**src/rtl/wb_arbiter_if.sv**
```systemverilog
// Write-back bus: ALU/MEM result, long-latency offer/ready, register-file write port, status.
// pending_mask is present only when WB_PENDING_MASK_EN is defined.
interface wb_arbiter_if #(
  parameter int DEPTH = 4
);
  localparam int CNTW = $clog2(DEPTH) + 1;

  logic            alu_valid;
  logic [4:0]      alu_reg;
  logic [31:0]     alu_data;
  logic            lw_valid;
  logic            lw_ready;
  logic [4:0]      lw_reg;
  logic [31:0]     lw_data;
  logic            stall_req;
  logic            regWrite;
  logic [4:0]      writeReg;
  logic [31:0]     writeData;
  logic [CNTW-1:0] fifo_count;
`ifdef WB_PENDING_MASK_EN
  logic [31:0]     pending_mask;

  modport master (
    output alu_valid, alu_reg, alu_data, lw_valid, lw_reg, lw_data,
    input  lw_ready, stall_req, regWrite, writeReg, writeData, fifo_count, pending_mask
  );

  modport slave (
    input  alu_valid, alu_reg, alu_data, lw_valid, lw_reg, lw_data,
    output lw_ready, stall_req, regWrite, writeReg, writeData, fifo_count, pending_mask
  );
`else
  modport master (
    output alu_valid, alu_reg, alu_data, lw_valid, lw_reg, lw_data,
    input  lw_ready, stall_req, regWrite, writeReg, writeData, fifo_count
  );

  modport slave (
    input  alu_valid, alu_reg, alu_data, lw_valid, lw_reg, lw_data,
    output lw_ready, stall_req, regWrite, writeReg, writeData, fifo_count
  );
`endif
endinterface

```
**src/rtl/wb_arbiter.sv**
```systemverilog
// Write-back arbiter: ALU path 1 cycle, long-latency path >=2 cycles via a DEPTH-entry FIFO; lw_ready drops when full,
// stall_req asks the ALU pipe to yield after STARVE_MAX non-drain cycles. Optional pending_mask under WB_PENDING_MASK_EN.
module wb_arbiter #(
  parameter int DEPTH      = 4,
  parameter int STARVE_MAX = 8,
  parameter int CW         = 4
) (
  input  logic          clk,
  input  logic          rst,
  wb_arbiter_if.slave   bus
);
  localparam int AW   = $clog2(DEPTH);
  localparam int CNTW = AW + 1;
  localparam logic [CNTW-1:0] FULL = CNTW'(DEPTH);
  localparam logic [CW-1:0]   SMAX = CW'(STARVE_MAX);

  logic [4:0]      ent_reg  [DEPTH];
  logic [31:0]     ent_data [DEPTH];
  logic [DEPTH-1:0] ent_live;
  logic [AW-1:0]   wr_ptr;
  logic [AW-1:0]   rd_ptr;
  logic [CNTW-1:0] count;
  logic [CW-1:0]   starve;

  logic            push;
  logic            pop;
  logic            alu_wr;
  logic            push_live;
  logic [CW-1:0]   starve_nxt;

  assign bus.lw_ready   = (count != FULL);
  assign bus.fifo_count = count;

  always_comb begin
    alu_wr    = bus.alu_valid && (bus.alu_reg != 5'd0);
    push      = bus.lw_valid && (count != FULL);
    pop       = !bus.alu_valid && (count != '0);
    // A same-cycle ALU write to the same register is architecturally newer.
    push_live = !(alu_wr && (bus.lw_reg == bus.alu_reg));
    if ((count == '0) || pop) begin
      starve_nxt = '0;
    end else if (starve >= SMAX) begin
      starve_nxt = starve;
    end else begin
      starve_nxt = starve + 1'b1;
    end
  end

  always_ff @(posedge clk) begin
    if (!rst) begin
      for (int i = 0; i < DEPTH; i++) begin
        ent_reg[i]  <= '0;
        ent_data[i] <= '0;
      end
      ent_live      <= '0;
      wr_ptr        <= '0;
      rd_ptr        <= '0;
      count         <= '0;
      starve        <= '0;
      bus.stall_req <= 1'b0;
      bus.regWrite  <= 1'b0;
      bus.writeReg  <= '0;
      bus.writeData <= '0;
    end else begin
      if (alu_wr) begin
        for (int i = 0; i < DEPTH; i++) begin
          if (ent_reg[i] == bus.alu_reg) ent_live[i] <= 1'b0;
        end
      end
      if (push) begin
        ent_reg[wr_ptr]  <= bus.lw_reg;
        ent_data[wr_ptr] <= bus.lw_data;
        ent_live[wr_ptr] <= push_live;
        wr_ptr           <= wr_ptr + 1'b1;
      end
      if (pop) begin
        ent_live[rd_ptr] <= 1'b0;
        rd_ptr           <= rd_ptr + 1'b1;
      end
      count         <= count + CNTW'(push) - CNTW'(pop);
      starve        <= starve_nxt;
      bus.stall_req <= (starve_nxt >= SMAX);

      if (bus.alu_valid) begin
        bus.regWrite  <= alu_wr;
        bus.writeReg  <= bus.alu_reg;
        bus.writeData <= bus.alu_data;
      end else if (pop) begin
        // Killed or reg-0 entries still consume the slot but do not write.
        bus.regWrite  <= ent_live[rd_ptr] && (ent_reg[rd_ptr] != 5'd0);
        bus.writeReg  <= ent_reg[rd_ptr];
        bus.writeData <= ent_data[rd_ptr];
      end else begin
        bus.regWrite  <= 1'b0;
      end
    end
  end

`ifdef WB_PENDING_MASK_EN
  always_comb begin
    bus.pending_mask = '0;
    for (int i = 0; i < DEPTH; i++) begin
      if (ent_live[i]) bus.pending_mask[ent_reg[i]] = 1'b1;
    end
    bus.pending_mask[0] = 1'b0;
  end
`endif
endmodule
```
**src/flat_wrapper.sv**
```systemverilog
// flat-port wrapper written by rule: the top's interface ports become plain ports
module wb_arbiter_flat 
#(
  parameter int DEPTH      = 4,
  parameter int STARVE_MAX = 8,
  parameter int CW         = 4
)
  (clk, rst, bus_alu_valid, bus_alu_reg, bus_alu_data, bus_lw_valid, bus_lw_reg, bus_lw_data, bus_lw_ready, bus_stall_req, bus_regWrite, bus_writeReg, bus_writeData, bus_fifo_count);
  wb_arbiter_if #(.DEPTH(DEPTH)) bus_i ();
  input  logic clk;
  input  logic rst;
  input wire logic [$bits(bus_i.alu_valid)-1:0] bus_alu_valid;
  input wire logic [$bits(bus_i.alu_reg)-1:0] bus_alu_reg;
  input wire logic [$bits(bus_i.alu_data)-1:0] bus_alu_data;
  input wire logic [$bits(bus_i.lw_valid)-1:0] bus_lw_valid;
  input wire logic [$bits(bus_i.lw_reg)-1:0] bus_lw_reg;
  input wire logic [$bits(bus_i.lw_data)-1:0] bus_lw_data;
  output wire logic [$bits(bus_i.lw_ready)-1:0] bus_lw_ready;
  output wire logic [$bits(bus_i.stall_req)-1:0] bus_stall_req;
  output wire logic [$bits(bus_i.regWrite)-1:0] bus_regWrite;
  output wire logic [$bits(bus_i.writeReg)-1:0] bus_writeReg;
  output wire logic [$bits(bus_i.writeData)-1:0] bus_writeData;
  output wire logic [$bits(bus_i.fifo_count)-1:0] bus_fifo_count;
  assign bus_i.alu_valid = bus_alu_valid;
  assign bus_i.alu_reg = bus_alu_reg;
  assign bus_i.alu_data = bus_alu_data;
  assign bus_i.lw_valid = bus_lw_valid;
  assign bus_i.lw_reg = bus_lw_reg;
  assign bus_i.lw_data = bus_lw_data;
  assign bus_lw_ready = bus_i.lw_ready;
  assign bus_stall_req = bus_i.stall_req;
  assign bus_regWrite = bus_i.regWrite;
  assign bus_writeReg = bus_i.writeReg;
  assign bus_writeData = bus_i.writeData;
  assign bus_fifo_count = bus_i.fifo_count;
  wb_arbiter #(.DEPTH(DEPTH), .STARVE_MAX(STARVE_MAX), .CW(CW)) u_core (.clk(clk), .rst(rst), .bus(bus_i));
endmodule
```
**config.mk**
```make
export PLATFORM = sky130hd
export DESIGN_NAME = wb_arbiter_flat
export DESIGN_NICKNAME = d
export VERILOG_FILES = /design/src/rtl/wb_arbiter_if.sv /design/src/rtl/wb_arbiter.sv /design/src/flat_wrapper.sv
export SDC_FILE = /design/constraint.sdc
export NUM_CORES = 1
export LEC_CHECK = 0
export CORE_ASPECT_RATIO = 2
export CORE_UTILIZATION = 30
export DETAILED_ROUTE_END_ITERATION = 10
export GPL_ROUTABILITY_DRIVEN = 0
export GPL_TIMING_DRIVEN = 0
export PLACE_DENSITY = 0.61
export SLEW_MARGIN = 10
export SYNTH_ARGS = -nofsm -noshare
export SYNTH_HDL_FRONTEND = slang
export SYNTH_SLANG_ARGS = --single-unit
```
**constraint.sdc**
```tcl
create_clock -name clk -period 4.1 [get_ports clk]
set_input_delay 0.41 -clock clk [delete_from_list [all_inputs] [get_ports clk]]
set_output_delay 0.41 -clock clk [all_outputs]
set_load 0.02 [all_outputs]
```
run_1/power_grid.png
Pins as bars on the die edge.
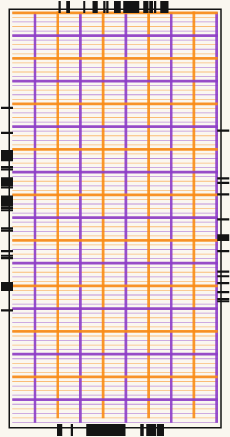
Key: orange = VDD; purple = VSS
91 met1 rails follow the rows. The core has 90 rows.
Die Wd: 126 µm
peak supply drop: 253 µV
core area: 30100 µm²
Die H: 249 µm

run_1/placement_by_type.png
Bar = 50 µm.
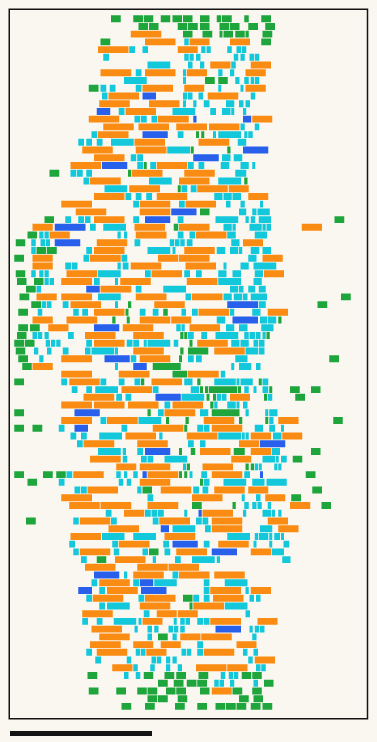
Key: cyan = combinational and other logic [cells 461]; blue = clock drivers and dummy loads [cells 34]; green = remaining buffers and delay cells [cells 173]; orange = sequential cells [cells 204]

==> impl_metrics.py, run 1 <==
# Synthesis and PnR figures
metrics = {
    "power_and_ir_drop": {
        "total_power_mw": 6.17,
        "p_int_mw": 4.32,
        "seq_power_share_pct": 42.3,
        "p_sw_mw": 1.85,
        "switching_share_pct": 30.0,
        "cellLeakagePower_nw": 4.11,
        "p_per_area_nw_per_um2": 533,
        "pwr-share-comb_pct": 27.1,
    },
    "yosys": {
        "yosys_cells": 718,
        "synth-edff-count": 148,
        "xor_share_pct": 2.96,
        "ys_seq_share_pct": 60.7,
        "mux_share_pct": 9.44,
        "async_reset_ff_share_pct": 0,
        "aoi_share_pct": 7.83,
        "syn-instance-count": 718,
        "ys_sh_adder_pct": 1.86,
        "yosysWarnings": 0,
        "syn_area_per_cell_um2": 12.8,
        "yosysUniqueCellTypes": 33,
        "syn_nets": 809,
        "syn_area_um2": 9170,
        "top_logic_kind": "simple AND/OR/NAND/NOR gates",
        "dominantRegCellSynth": "edfxtp_1",
        "ys_ff": 204,
        "yosys_area_um2": 9170,
        "ys_sh_simple_pct": 14.3,
    },
    "sta": {
        "whs_ps": 343,
        "setup_viol": 0,
        "fin_crit_ps": 2600,
        "slew_headroom_pct": 39.0,
        "tightestPinTransition_ps": 915,
        "rsz0062_at_grt": "false",
        "period_used_pct": 63.5,
        "hold_violations": 0,
        "setup_slack_ps": 1500,
        "clock.fmax_ghz": 0.384,
        "final_max_slew_viol_count": 0,
        "setup_tns_ps": 0,
    },
    "clocking": {
        "cts-hold-fix-buffers": 0,
        "post_cts_resized": 0,
        "clock_path_buffers": 3,
        "cts_buffers": 19,
        "clk_pin_slew_ps": 70,
        "cts_setup_buffers": 0,
        "cts_root_buffer": "clkbuf_16",
        "cts_num_sinks": 204,
        "htreeDepth": 1,
        "cts_tree": "yes",
    },
    "route": {
        "finalWirelength_um": 24300,
        "vias": 6004,
        "drt_first_pass_iters": 7,
        "wl_per_cell_um": 19.5,
        "via_per_inst": 4.83,
        "ant_nets": 0,
        "drt_iter0_drc": 306,
        "drcViolationCount": 4,
    },
    "global_routing": {
        "overflow": 0,
        "grt_max_degree": 26,
        "antenna_found_initial": 3,
        "grt_use_total_pct": 16.0,
        "grt_first_pass_wirelength_um": 37200,
        "grt_pass1_vias": 6582,
    },
    "critical_path": {
        "path_cells": "or3b_1 > nand3_1 > nor3_1 > clkbuf_1 > nand2b_2 > buf_16",
        "worst_setup_path_end_kind": "flop",
        "critical_path.top_delay_family": "simple AND/OR/NAND/NOR gates",
        "worst-setup-path-type": "reg -> reg",
        "slowest_delay_ps": 630,
        "arrival_ps": 2810,
        "cp_slowest_cell": "nand2b_2",
        "required_ps": 4310,
        "cp_max_fo": 19,
        "cp_num_buf_inv": 2,
        "start_kind": "flop",
    },
    "layout": {
        "nFillCells": 2847,
        "stdcell_area_um2": 11600,
        "drive_above_1_share_pct": 9.98,
        "area_delta_synth_final_pct": 26.4,
        "lay_top_count": "and2_1",
        "fin_util_pct": 38.6,
        "finalNetCount": 950,
        "final_cell_mix": "150 x and2_1, 148 x edfxtp_1, 115 x clkdlybuf4s50_1",
        "largest_reg_flops": 128,
        "instances_no_fill": 1243,
    },
    "run_status": {
        "status": "complete, but fails checks",
        "violations": "design-rule violations",
    },
    "placement": {
        "dp_slack_ps": 1090,
        "io_buffer_count": 115,
        "place_inst": 1206,
        "dp_hpwl_um": 18000,
        "place_area_um2": 10900,
    },
    "die": {
        "top_level_ports": 121,
        "num_rows": 90,
        "die-area_um2": 31300,
        "floorplan.core_util_pct": 30.5,
    },
    "job": {
        "warning_count": 34,
        "cap_violations": 0,
    },
    "worst_hold_path": {
        "hold_path_class": "in -> reg",
    },
}
run_1/clk_routes.png
Bar = 50 µm.
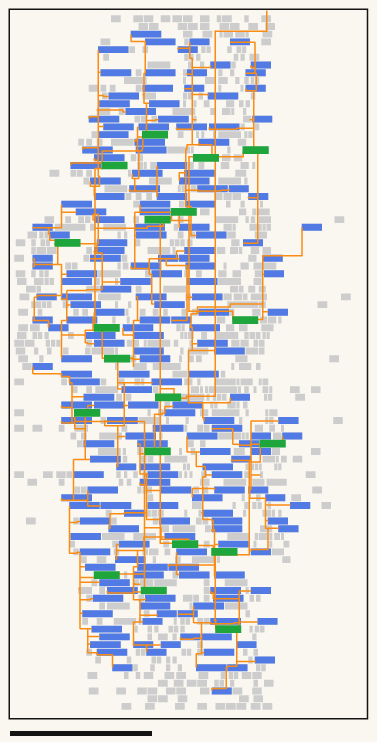
Key: orange = clock wires [length 2640 µm]; blue = flip-flops [count 204]; green = clock drivers [count 19]
There are 20 routed clock nets.
clk_lat worst skew: 510 ps
clock share of power: 30.6%
Layout Skew: 15.9 ps
clock network power: 1.89 mW

run_1/wires.png
Two of the layers only.
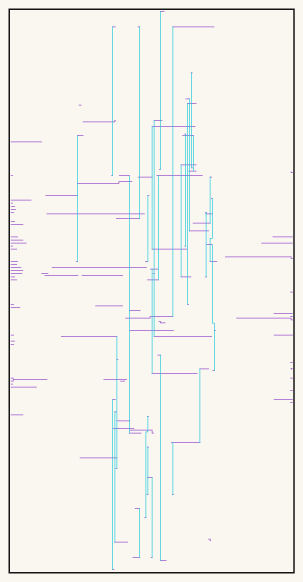
Key: purple = metal 3 [wire length 803 µm]; cyan = metal 4 [wire length 1690 µm]

==> run 1: power groups by stage <==
stage          Clock (mW)  Sequential [mW]  Combinational, mW
3_5_place_dp            0             2.66               1.70
6_report             1.89             2.61               1.67
5_1_grt              1.98             2.64               1.83
3_3_place_gp            0             2.66               1.66
4_1_cts              1.92             2.61               1.71
2_1_floorplan           0             2.71              0.958
==> run 1: layer usage <==
metal	track usage [%]	vias up	part of all wire, %
li1	-	2846	-
met2	31.1	154	57
met3	1.87	72	3.3
met4	12.1	0	7.0
met1	14.8	2932	33
met5	0	-	0
==> run 1: tightest hold or removal path, delay by kind of cell <==
family	cells	cell delay [ps]
AND-OR/OR-AND	2	210
buffers and inverters	1	180
==> run 1: final cells by class <==
type,count,area (µm²),share of cell area (%)
flip-flops and latches,204,5570,48.0
multi-input cells,448,3360,29.0
repair buffers,120,1270,10.9
clock buffers,28,579,5.00
well taps,368,460,3.97
plain buffers,53,213,1.84
clock inverters,6,86.3,0.745
inverters,13,48.8,0.421
diodes,3,7.51,0.0648
==> run 1: kinds of logic (layout without fill, tap and decap cells) <==
family	count (synthesis)	count (layout)
other	0	3
DFF	204	204
xor gates and xnor gates	31	31
buffers and inverters	66	220
adders and majority gates	13	13
muxes	39	39
AOI/OAI and AO/OA	131	131
and+or+nand+nor	234	234
==> run 1: final timing paths <==
path                       startpoint                endpoint  slack (ps)  depth (start not counted)
max reg2reg  u_core.bus.fifo_count[1]  u_core.ent_data[0][24]        1500                          6
max          u_core.bus.fifo_count[1]  u_core.ent_data[0][24]        1500                          6
min                    bus_alu_reg[3]  u_core.bus.writeReg[3]         340                          3
min reg2reg        u_core.ent_live[0]      u_core.ent_live[0]         500                          2
==> run 1: synth_stat cells (3+ instances only) <==
cell / number / area (µm²)
mux4_2: 38 / 856
a21oi_1: 78 / 390
dfxtp_1: 56 / 1120
nor2_1: 11 / 41.3
and3_1: 5 / 31.3
nand3_1: 12 / 60.1
ha_1: 12 / 150
o311ai_1: 4 / 35.0
buf_2: 5 / 25.0
o31ai_1: 5 / 37.5
nand2b_1: 3 / 18.8
clkbuf_1: 44 / 165
xnor2_1: 30 / 263
o21ai_0: 37 / 185
nor3_1: 4 / 20.0
a221oi_1: 4 / 35.0
nand2_1: 44 / 165
edfxtp_1: 148 / 4440
buf_1: 3 / 11.3
inv_1: 13 / 48.8
and2_1: 150 / 938
==> run 2, diff against run 1 <==
==> constraint.sdc (replaced) <==
create_clock -name clk -period 2.35 [get_ports clk]
set_input_delay 0.235 -clock clk [delete_from_list [all_inputs] [get_ports clk]]
set_output_delay 0.235 -clock clk [all_outputs]
set_load 0.02 [all_outputs]
run_2/placement_by_type.png
Bar = 50 µm.
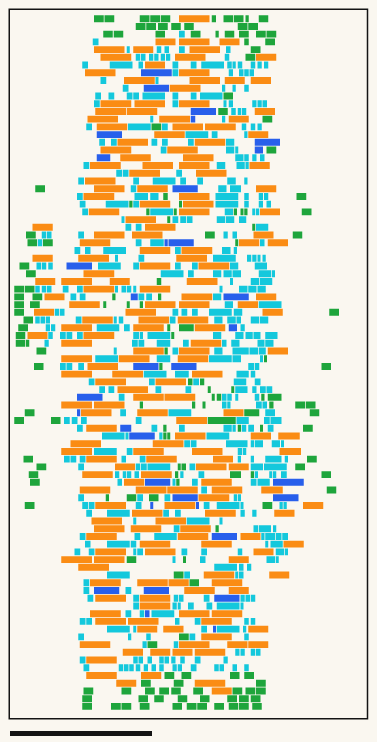
Key: cyan = combinational and other logic [cells 464]; green = remaining buffers and delay cells [cells 171]; blue = clock drivers and dummy loads [cells 33]; orange = sequential cells [cells 204]

run_2/power_grid.png
Pins as bars on the die edge.
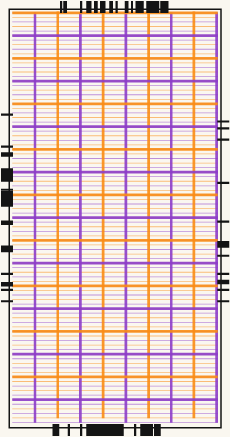
Key: orange = VDD; purple = VSS
121 signal pins sit on the boundary. 18 straps on met5. 91 met1 rails follow the rows. 9 straps on met4.
peak supply drop: 398 µV

==> impl_metrics.py, run 2 <==
# Synthesis and PnR figures
metrics = {
    "run_status": {
        "status": "complete, but fails checks",
        "violations": "design-rule violations",
    },
    "global_routing": {
        "grt_max_degree": 38,
        "grt_pass1_vias": 6368,
        "grt_first_pass_wirelength_um": 36700,
        "overflow": 0,
        "grt_use_total_pct": 15.8,
    },
    "sta": {
        "clock.fmax_ghz": 0.450,
        "rsz0062_at_grt": "false",
        "fin_skew_ps": 15.9,
        "period_used_pct": 94.5,
        "setup_slack_ps": 129,
        "hold_violations": 0,
        "fin_crit_ps": 2220,
    },
    "yosys": {
        "yosysWarnings": 0,
        "yosys_cells": 718,
        "syn_area_per_cell_um2": 12.8,
        "yosys-top-cells-area": "edfxtp_1 48%, dfxtp_1 12%, and2_1 10%",
        "async_reset_ff_share_pct": 0,
        "ys_ff": 204,
        "dominantRegCellSynth": "edfxtp_1",
        "synth-edff-count": 148,
        "synth_area_leader_cell": "edfxtp_1",
        "syn_nets": 809,
        "syn_area_um2": 9170,
        "yosysUniqueCellTypes": 33,
        "syn-instance-count": 718,
    },
    "critical_path": {
        "cp_num_buf_inv": 2,
        "r2r_end": "u_core.ent_data[0][23]",
        "worst_setup_path_end_kind": "output port",
        "reg2reg_slack_ps": 190,
        "critical_path.top_delay_family": "buffers and inverters",
        "slowest_delay_ps": 540,
    },
    "power_and_ir_drop": {
        "p_clk_share_pct": 29.2,
        "p_sw_mw": 3.24,
        "switching_share_pct": 30.5,
        "seq_power_share_pct": 42.8,
        "p_int_mw": 7.38,
    },
    "route": {
        "vias": 5977,
        "wl_per_cell_um": 19.8,
        "drcViolationCount": 3,
        "drt_first_pass_iters": 9,
        "ant_nets": 0,
        "drt_iter0_drc": 315,
    },
    "clocking": {
        "cts_root_buffer": "clkbuf_16",
        "clk_pin_slew_ps": 70,
        "cts-hold-fix-buffers": 0,
        "clock.latency.late_pin_ps": 500,
    },
    "die": {
        "die_width_um": 126,
        "core_um2": 30100,
        "floorplan.core_util_pct": 30.5,
        "die_h_um": 249,
        "die-area_um2": 31300,
    },
    "layout": {
        "final_cell_mix": "150 x and2_1, 148 x edfxtp_1, 115 x clkdlybuf4s50_1",
        "drive_above_1_share_pct": 11.4,
        "lay_top_count": "and2_1",
        "fin_util_pct": 38.5,
    },
    "worst_hold_path": {
        "hold_depth": 3,
        "hold_path_class": "in -> reg",
    },
    "placement": {
        "dp_hpwl_um": 17600,
    },
    "job": {
        "cap_violations": 0,
    },
}
[run 2: netlist changes by cell type in the layout (fill, tap and decap cells not counted), moves of 3 or more]
| cell | previous run | this run |
|---|---|---|
| dfxtp_2 | 0 | 3 |
| clkbuf_1 | 46 | 42 |
| clkbuf_8 | 7 | 2 |
| dfxtp_1 | 56 | 53 |
| diode_2 | 3 | 0 |
| clkbuf_2 | 0 | 4 |
| nand2b_4 | 0 | 5 |
[run 2: metrics by stage]
step / instances / hold slack (ps) / total power, mW / setup TNS [ps]
global placement: 1201 / 486 / 7.55 / -121570
floorplan: 718 / 414 / 6.42 / 0
CTS: 1238 / 150 / 10.7 / 0
global route: 1240 / 184 / 11.1 / 0
finish: 1240 / 163 / 10.6 / 0
detailed placement: 1204 / 493 / 7.60 / -89620
[run 2: tightest hold or removal path, cell delays in order]
cell and delay, ps:
buf_2 170, o21ai_0 160, a21oi_1 50
[run 2: layout make-up]
| type | instances | area [µm²] | area share (%) |
|---|---|---|---|
| Multi-Input combinational cell | 451 | 3440 | 29.7 |
| Timing Repair Buffer | 118 | 1210 | 10.5 |
| Clock buffer | 23 | 500 | 4.33 |
| Buffer | 53 | 228 | 1.97 |
| Clock inverter | 10 | 114 | 0.985 |
| Sequential cell | 204 | 5570 | 48.2 |
| Tap cell | 368 | 460 | 3.98 |
| Inverter | 13 | 48.8 | 0.422 |
[run 2: cell families (layout without fill, tap and decap cells)]
kind of cell | Yosys count | count (layout) | synth area share (%)
muxes | 39 | 39 | 9.44
xor gates and xnor gates | 31 | 31 | 2.96
and+or+nand+nor | 234 | 237 | 14.3
DFF | 204 | 204 | 60.7
adders and majority gates | 13 | 13 | 1.86
buffers and inverters | 66 | 217 | 2.85
AOI/OAI and AO/OA | 131 | 131 | 7.83
[run 2: worst max-delay path by stage]
stage                                   startpoint                        to  slack (ps)  cells past startpoint
after floorplan           u_core.bus.fifo_count[2]     u_core.ent_data[3][0]          20                      4
after global placement                bus_lw_valid    u_core.ent_data[3][24]       -1110                      4
after detailed placement              bus_lw_valid    u_core.ent_data[1][29]        -670                      5
after CTS                 u_core.bus.fifo_count[1]  u_core.bus.fifo_count[2]          30                      9
after global routing                           rst     u_core.ent_data[3][6]          30                      6
final                     u_core.bus.fifo_count[2]              bus_lw_ready         130                      3
[run 2: power groups by stage]
stage / sequential (mW) / clock [mW] / combinational [mW]
5_1_grt: 4.59 / 3.28 / 3.21
2_1_floorplan: 4.73 / 0 / 1.70
4_1_cts: 4.55 / 3.16 / 2.99
3_3_place_gp: 4.62 / 0 / 2.93
6_report: 4.55 / 3.11 / 2.97
3_5_place_dp: 4.64 / 0 / 2.96
[run 2: layer usage]
| metal | up-vias | part of all wire [%] | wire length [µm] | global-route usage, % |
|---|---|---|---|---|
| met4 | 0 | 3.6 | 894 | 7.04 |
| met3 | 42 | 2.6 | 649 | 1.42 |
| met5 | - | 0 | 0 | 0 |
| li1 | 2852 | - | - | - |
| met1 | 2969 | 34 | 8320 | 15.2 |
| met2 | 114 | 60 | 14700 | 32.5 |
[run 2: timing repair]
action	CTS	global route
endpoints found under the setup margin	111	110
setup buffers	0	0
cloned	1	2
resized	7	7
pin swaps	0	1
==> run 3, diff against run 2 <==
--- a/config.mk
+++ b/config.mk
@@ -6,6 +6,7 @@
 export NUM_CORES = 1
 export LEC_CHECK = 0
 export CORE_ASPECT_RATIO = 2
+export CORE_MARGIN = 5
 export CORE_UTILIZATION = 30
 export DETAILED_ROUTE_END_ITERATION = 10
 export GPL_ROUTABILITY_DRIVEN = 0
run_3/clocks.png
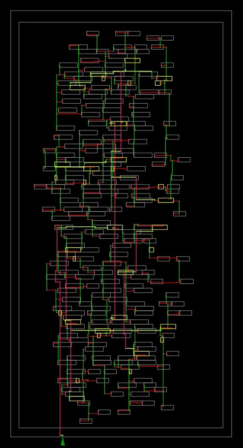
clock network power: 2.89 mW
Flop Count: 204
TritonCTS sink count: 204

run_3/wires.png
Two of the layers only.
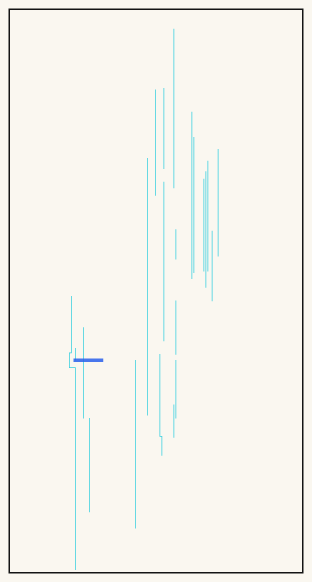
Key: cyan = metal 4 [wire length 1130 µm]; blue = metal 5 [wire length 12.0 µm]

==> impl_metrics.py, run 3 <==
# Synthesis and PnR figures
metrics = {
    "clocking": {
        "cts_tree": "yes",
        "cts_buffers": 19,
        "clk_pin_slew_ps": 70,
        "htreeDepth": 1,
        "clock_path_buffers": 3,
        "cts_root_buffer": "clkbuf_16",
        "cts_setup_buffers": 0,
        "clock.latency.late_pin_ps": 500,
        "cts-hold-fix-buffers": 0,
    },
    "global_routing": {
        "grt_max_degree": 38,
        "antenna_found_initial": 2,
        "grt_use_total_pct": 14.5,
        "met1_usage_pct": 13.8,
        "grt_pass1_vias": 6491,
        "grt_first_pass_wirelength_um": 37600,
        "overflow": 0,
        "globalRouteMet2Util_pct": 29.5,
        "grtUsageMet3_pct": 1.74,
        "grt_busiest_layer": "met2",
    },
    "route": {
        "drcViolationCount": 0,
        "via_per_inst": 4.86,
        "drt_iter0_drc": 380,
        "wl_per_cell_um": 20.6,
        "ant_nets": 0,
        "finalWirelength_um": 25600,
        "drt_first_pass_iters": 4,
        "vias": 6027,
    },
    "sta": {
        "fin_crit_ps": 2250,
        "clock.fmax_ghz": 0.445,
        "hold_violations": 0,
        "final_max_slew_viol_count": 0,
        "setup_viol": 0,
        "slew_headroom_pct": 51.8,
        "period_used_pct": 95.5,
        "rsz0062_at_grt": "false",
        "tightestPinTransition_ps": 724,
        "whs_ps": 151,
        "fin_skew_ps": 9.76,
        "setup_slack_ps": 105,
    },
    "layout": {
        "fin_util_pct": 38.1,
        "nFillCells": 2914,
        "flop_area_um2": 5570,
        "finalNetCount": 950,
        "lay_top_count": "and2_1",
        "largest_reg_flops": 128,
        "final_cell_mix": "150 x and2_1, 148 x edfxtp_1, 115 x clkdlybuf4s50_1",
        "mi_logic_area_um2": 3410,
        "area_delta_synth_final_pct": 25.3,
        "drive_above_1_share_pct": 11.0,
    },
    "yosys": {
        "netlist_top_cells_count": "150 x and2_1, 148 x edfxtp_1, 78 x a21oi_1",
        "ys_sh_simple_pct": 14.3,
        "dominantRegCellSynth": "edfxtp_1",
        "xor_share_pct": 2.96,
        "top_area_share_pct": 48.5,
        "syn_area_um2": 9170,
        "ys_sh_adder_pct": 1.86,
        "yosys_area_um2": 9170,
        "ys_ff": 204,
        "top_cell": "and2_1",
        "yosysUniqueCellTypes": 33,
        "yosys_cells": 718,
        "ys_seq_share_pct": 60.7,
        "syn_nets": 809,
        "yosysWarnings": 0,
        "mux_share_pct": 9.44,
        "yosys-top-cells-area": "edfxtp_1 48%, dfxtp_1 12%, and2_1 10%",
        "syn_area_per_cell_um2": 12.8,
        "synth-edff-count": 148,
        "aoi_share_pct": 7.83,
        "syn-instance-count": 718,
        "top_logic_kind": "simple AND/OR/NAND/NOR gates",
        "async_reset_ff_share_pct": 0,
        "synth_area_leader_cell": "edfxtp_1",
    },
    "die": {
        "die-area_um2": 34400,
        "floorplan.core_util_pct": 30.4,
        "die_h_um": 257,
        "core_um2": 30200,
        "die_width_um": 134,
        "num_rows": 90,
        "top_level_ports": 121,
    },
    "critical_path": {
        "arrival_ps": 2620,
        "slowest_delay_ps": 410,
        "required_ps": 2730,
        "start_kind": "flop",
        "cp_slowest_cell": "or3b_4",
        "crit_top_cell": "xnor2_1",
        "worst-setup-path-type": "reg -> reg",
        "cp_max_fo": 10,
        "path_cells": "or3b_4 > clkbuf_8 > nand2_2 > inv_1 > ha_1 > fa_1 > xnor2_1 > xnor2_1 > nor2_1",
        "worst_setup_path_end_kind": "flop",
    },
    "placement": {
        "dp_hpwl_um": 18200,
        "io_buffer_count": 115,
        "dp_slack_ps": -681,
    },
    "job": {
        "warning_count": 34,
        "cap_violations": 0,
    },
    "power_and_ir_drop": {
        "p_per_area_nw_per_um2": 905,
        "cellLeakagePower_nw": 4.07,
        "vdd_ir_drop_max_uv": 373,
    },
    "run_status": {
        "status": "finished clean",
    },
    "worst_hold_path": {
        "hold_path_class": "in -> reg",
    },
}
==> run 3: cell counts after synthesis <==
Identical to the previous run, type by type.
==> run 3: logic make-up (layout without fill, tap and decap cells) <==
logic type	count (synthesis)	in the layout
simple gates	234	236
mux	39	39
other cells	0	1
flops	204	204
buf+inv	66	217
fa+ha+maj	13	13
xor+xnor	31	31
compound gates	131	131
==> run 3: routing by layer <==
layer / share of wire [%] / vias up
met5: 0.043 / -
met4: 4.4 / 2
met3: 3.1 / 50
met2: 58 / 129
met1: 34 / 2993
li1: - / 2853
==> run 3: what timing repair did <==
item	4_1_cts	5_1_grt
gates cloned	1	1
endpoints found under the setup margin	111	76
gates resized	7	3
==> run 3: report_power, final <==
group	switching (mW)	total (mW)	internal, mW
combinational	1.69	2.97	1.27
sequential	0.207	4.55	4.34
clock	1.39	2.89	1.50
==> run 3: path summary, 6_finish.rpt <==
kind / start / endpoint / slack (ps) / depth (start not counted)
worst min-delay path: bus_alu_reg[2] / u_core.bus.writeReg[2] / 150 / 3
worst max register to register: u_core.bus.fifo_count[2] / u_core.bus.fifo_count[2] / 100 / 9
worst max-delay path: u_core.bus.fifo_count[2] / u_core.bus.fifo_count[2] / 100 / 9
worst min register to register: u_core.ent_live[0] / u_core.ent_live[0] / 500 / 2
==> run 3: stage by stage <==
stage	setup TNS, ps	cells	instance area [µm²]	total power, mW
floorplan	0	718	9210	6.42
global placement	-126940	1201	10800	7.58
detailed placement	-92760	1204	10900	7.64
CTS	0	1238	11500	10.5
global route	0	1240	11500	10.8
finish	0	1240	11500	10.4
==> run 3: worst max-delay path: cells and delay by family (launching register included) <==
kind / cells / cell delay (ps)
buf+inv: 2 / 230
fa+ha+maj: 2 / 580
simple gates: 3 / 590
xor+xnor: 2 / 350
flops: 1 / 360
==> run 3: area by class of cell <==
class,count,share of cell area (%)
antenna,1,0.0218
clock buffer,21,4.20
buffer,53,1.98
tap,368,4.01
clock inverter,12,0.588
sequential,204,48.5
multi-input combinational,450,29.7
inverter,13,0.425
timing repair buffer,118,10.6
Power is estimated from default activity; no workload was simulated.
